m3.png
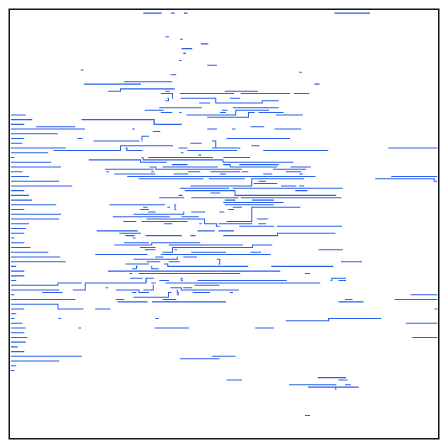
m1.png
Bar = 20 µm. Supply wires on this layer in gray.
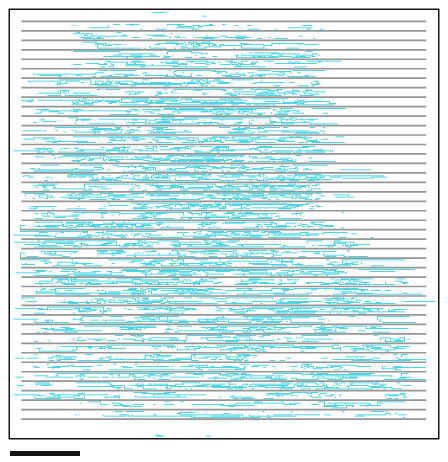
m4.png
Supply wires on this layer in gray.
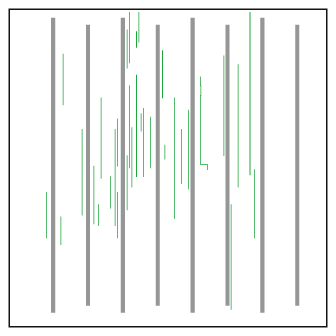
congestion_map.png
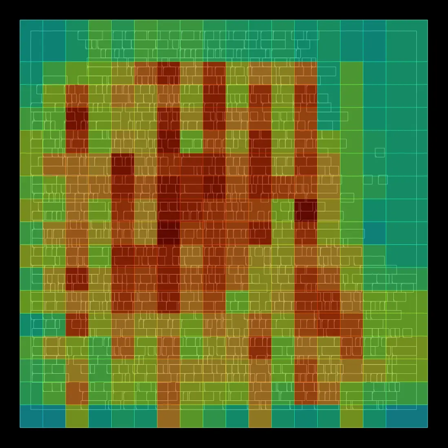
[src/rtl/otprom_pkg.sv]
// OTP PROM controller shared types: FSM states, request record, default timing.
package otprom_pkg;

  localparam int OTP_DW        = 32;
  localparam int OTP_ADDR_W    = 6;
  localparam int OTP_T_RD      = 2;
  localparam int OTP_T_PROG    = 8;
  localparam int OTP_MAX_RETRY = 2;
  localparam int OTP_CNT_W     = 16;

  typedef enum logic [2:0] {
    IDLE,
    RD_SENSE,
    PG_READ,
    PG_SCAN,
    PG_PULSE,
    PG_VERIFY,
    DONE
  } otp_state_e;

  // Operation latched at accept; data is only meaningful for programs.
  typedef struct packed {
    logic              wr;
    logic [OTP_DW-1:0] data;
  } otp_req_t;

endpackage

[src/rtl/otprom_bit_scan.sv]
// Lowest-set-bit encoder over a 32-bit mask: index plus any-set flag.
module otprom_bit_scan
  import otprom_pkg::*;
(
  input  logic [OTP_DW-1:0] vec,
  output logic [4:0]        idx,
  output logic              any
);

  // Walk from MSB down so the lowest set bit is the last (winning) assignment.
  always_comb begin
    idx = '0;
    any = |vec;
    for (int i = OTP_DW - 1; i >= 0; i--) begin
      if (vec[i]) idx = 5'(i);
    end
  end

endmodule

[src/rtl/otprom_ctrl.sv]
// OTP PROM controller: word reads, and bit-serial programming with verify/retry.
module otprom_ctrl
  import otprom_pkg::*;
#(
  parameter int ADDR_W    = OTP_ADDR_W,
  parameter int T_RD      = OTP_T_RD,
  parameter int T_PROG    = OTP_T_PROG,
  parameter int MAX_RETRY = OTP_MAX_RETRY
) (
  input  logic              clk,
  input  logic              reset,
  input  logic              m_ram_ren,
  input  logic [31:0]       m_ram_raddr,
  input  logic              m_ram_wen,
  input  logic [31:0]       m_ram_waddr,
  input  logic [31:0]       m_ram_wdata,
  output logic              m_ram_busy,
  output logic [31:0]       m_ram_rdata,
  output logic              m_ram_rvalid,
  output logic              m_ram_wdone,
  output logic              m_ram_werr,
  output logic [ADDR_W-1:0] cell_addr,
  output logic              cell_rd_en,
  input  logic [31:0]       cell_rdata,
  output logic              cell_prog_en,
  output logic              cell_vpp_en,
  output logic [4:0]        cell_prog_bit
);

  otp_state_e           state_q, state_d;
  logic [OTP_CNT_W-1:0] cnt_q;
  logic [ADDR_W-1:0]    addr_q;
  otp_req_t             req_q;
  logic [OTP_DW-1:0]    mask_q;
  logic [4:0]           bit_q;
  logic [7:0]           retry_q;
  logic                 err_q;
  logic [OTP_DW-1:0]    rdata_q;

  logic [4:0] scan_idx;
  logic       scan_any;
  logic       rd_last, pg_last, vfy_ok, retry_more;
  logic       unused_addr_hi;

  // Upper address bits are don't-care by definition.
  assign unused_addr_hi = ^{m_ram_raddr[31:ADDR_W], m_ram_waddr[31:ADDR_W]};

  assign rd_last    = (cnt_q == OTP_CNT_W'(T_RD - 1));
  assign pg_last    = (cnt_q == OTP_CNT_W'(T_PROG - 1));
  assign vfy_ok     = cell_rdata[bit_q];
  assign retry_more = (retry_q < 8'(MAX_RETRY));

  otprom_bit_scan u_scan (
    .vec (mask_q),
    .idx (scan_idx),
    .any (scan_any)
  );

  // State register.
  always_ff @(posedge clk) begin
    if (reset) state_q <= IDLE;
    else       state_q <= state_d;
  end

  // Next state and strobes; all outputs decode from state so reset clears them at once.
  always_comb begin
    state_d      = state_q;
    m_ram_busy   = 1'b1;
    cell_rd_en   = 1'b0;
    cell_prog_en = 1'b0;
    m_ram_rvalid = 1'b0;
    m_ram_wdone  = 1'b0;
    m_ram_werr   = 1'b0;
    case (state_q)
      IDLE: begin
        m_ram_busy = 1'b0;
        if (m_ram_ren)      state_d = RD_SENSE;
        else if (m_ram_wen) state_d = PG_READ;
      end
      RD_SENSE: begin
        cell_rd_en = 1'b1;
        if (rd_last) state_d = DONE;
      end
      PG_READ: begin
        cell_rd_en = 1'b1;
        if (rd_last) state_d = PG_SCAN;
      end
      PG_SCAN:  state_d = scan_any ? PG_PULSE : DONE;
      PG_PULSE: begin
        cell_prog_en = 1'b1;
        if (pg_last) state_d = PG_VERIFY;
      end
      PG_VERIFY: begin
        cell_rd_en = 1'b1;
        if (rd_last) state_d = (!vfy_ok && retry_more) ? PG_PULSE : PG_SCAN;
      end
      DONE: begin
        state_d      = IDLE;
        m_ram_rvalid = !req_q.wr;
        m_ram_wdone  = req_q.wr;
        m_ram_werr   = req_q.wr & err_q;
      end
      default: state_d = IDLE;
    endcase
  end

  // Datapath: phase counter, latched request, pending mask, retry and error tracking.
  always_ff @(posedge clk) begin
    if (reset) begin
      cnt_q   <= '0;
      addr_q  <= '0;
      req_q   <= '0;
      mask_q  <= '0;
      bit_q   <= '0;
      retry_q <= '0;
      err_q   <= 1'b0;
      rdata_q <= '0;
    end else begin
      cnt_q <= (state_d != state_q || state_q == IDLE) ? '0 : cnt_q + 1'b1;
      case (state_q)
        IDLE: begin
          if (m_ram_ren) begin
            addr_q <= m_ram_raddr[ADDR_W-1:0];
            req_q  <= '{wr: 1'b0, data: '0};
          end else if (m_ram_wen) begin
            addr_q  <= m_ram_waddr[ADDR_W-1:0];
            req_q   <= '{wr: 1'b1, data: m_ram_wdata};
            mask_q  <= '0;
            retry_q <= '0;
            err_q   <= 1'b0;
          end
        end
        RD_SENSE: if (rd_last) rdata_q <= cell_rdata;
        PG_READ: begin
          // Bits already 1 are never pulsed; asking for a 1 to become 0 is an error.
          if (rd_last) begin
            mask_q <= req_q.data & ~cell_rdata;
            err_q  <= |(cell_rdata & ~req_q.data);
          end
        end
        PG_SCAN: if (scan_any) bit_q <= scan_idx;
        PG_VERIFY: begin
          if (rd_last) begin
            if (vfy_ok) begin
              mask_q[bit_q] <= 1'b0;
              retry_q       <= '0;
            end else if (retry_more) begin
              retry_q <= retry_q + 8'd1;
            end else begin
              // Give up on this bit but keep programming the rest.
              err_q         <= 1'b1;
              mask_q[bit_q] <= 1'b0;
              retry_q       <= '0;
            end
          end
        end
        default: ;
      endcase
    end
  end

  assign cell_addr     = addr_q;
  assign cell_vpp_en   = cell_prog_en;
  assign cell_prog_bit = bit_q;
  assign m_ram_rdata   = rdata_q;

endmodule
[config.mk]
export PLATFORM = sky130hd
export DESIGN_NAME = otprom_ctrl
export DESIGN_NICKNAME = d
export VERILOG_FILES = /design/src/rtl/otprom_pkg.sv /design/src/rtl/otprom_bit_scan.sv /design/src/rtl/otprom_ctrl.sv
export SDC_FILE = /design/constraint.sdc
export NUM_CORES = 1
export LEC_CHECK = 0
export CORE_MARGIN = 3
export CORE_UTILIZATION = 49
export CTS_CLUSTER_DIAMETER = 80
export CTS_CLUSTER_SIZE = 14
export DETAILED_ROUTE_END_ITERATION = 8
export PLACE_DENSITY = 0.84
export SETUP_SLACK_MARGIN = 0.02
export SYNTH_ARGS = -nofsm -noshare
export SYNTH_HDL_FRONTEND = slang
export SYNTH_SLANG_ARGS = --single-unit
[constraint.sdc]
create_clock -name clk -period 2.3 [get_ports clk]
set_input_delay 0.345 -clock clk [delete_from_list [all_inputs] [get_ports clk]]
set_output_delay 0.345 -clock clk [all_outputs]
set_load 0.1 [all_outputs]
==> flow_summary_export.csv <==
group,metric,value,unit
logic_synthesis,logic_family,"AND-OR/OR-AND gates",
final_layout,ff_count,136,
final_layout,regArea,0.00273,mm²
sta,fin_crit_sh,95.6,%
worst_setup_path,worstPathCellList,"buf_6, mux2i_2, o22ai_1, o21ai_0, and4_4, a21oi_2, buf_4, a311oi_1",
logic_synthesis,synth_area_per_cell,8.04,µm²
logic_synthesis,synthArstFlopShare,0,%
worst_setup_path,cpPeakStageDelay,460,ps
floorplanning,dieArea,0.0151,mm²
global_route,gr-usage-met1,37.1,%
logic_synthesis,ys_chip_area,0.00670,mm²
final_layout,clk_share,6.73,%
worst_setup_path,worstPathArrival,2520,ps
sta,tns,0,ps
status,status,"completed",
place,pre_cts_ws,-25.6,ps
final_layout,seq-cell-share,30.2,%
floorplanning,taps,176,
sta,slew_violations,0,
cts,cts_sinks,136,
detailed_routing,met1_length,8820,µm
logic_synthesis,synth_flops,136,
worst_setup_path,crit_family,"AND-OR/OR-AND gates",
place,placed_cell_area,0.00839,mm²
floorplanning,die_x,123,µm
detailed_routing,via_per_inst,6.16,
sta,rsz0062_at_grt,"no",
detailed_routing,wl_met3,2380,µm
flow_run,tool_warnings,79,
final_layout,logic_area,0.00358,mm²
final_layout,design_area,0.00905,mm²
logic_synthesis,yosysCellCount,834,
power_and_ir_drop,power.total,0.00690,W
cts,ctsResizeCount,0,
worst_setup_path,path_class,"flop to flop",
Notes on m3.png above:
main direction: horizontal
longest straight run: 53.8 µm
wire length on this layer: 2380 µm
share of all routed wire: 11%
nets with wire on the layer: 198

Notes on m1.png above:
longest straight run: 27.1 µm
main direction: horizontal
share of all routed wire: 40%
nets with wire on the layer: 958
wire length on this layer: 8820 µm

Notes on m4.png above:
main direction: vertical
nets with wire on the layer: 28
longest straight run: 63.2 µm
share of all routed wire: 3.8%
wire length on this layer: 829 µm

Notes on congestion_map.png above:
GRT Total Usage: 28.8%
WL/cell: 18.9 µm
GR Util met2: 44.9%
post-layout util: 68.1%
Top Usage Layer GRT: met2

path summary, 6_finish.rpt:
kind,from,end,slack [ps],cells after the start
max,cell_prog_bit[1],mask_q[20],100,8
min,reset,req_q[27],250,2
max reg2reg,cell_prog_bit[1],mask_q[20],100,8
min reg2reg,m_ram_rdata[15],m_ram_rdata[15],460,2
registers in the layout, summed over array words and instances, names as in the netlist:
name / count
cnt_q: 16
state_q: 3
m_ram_rdata: 32
req_q: 33
cell_addr: 6
cell_prog_bit: 5
retry_q: 8
mask_q: 32
err_q: 1
where the power goes:
part           switching (W)  internal (W)
combinational       0.000984      0.000494
clock                0.00105       0.00181
sequential          0.000106       0.00246
Power is estimated from default activity; no workload was simulated.
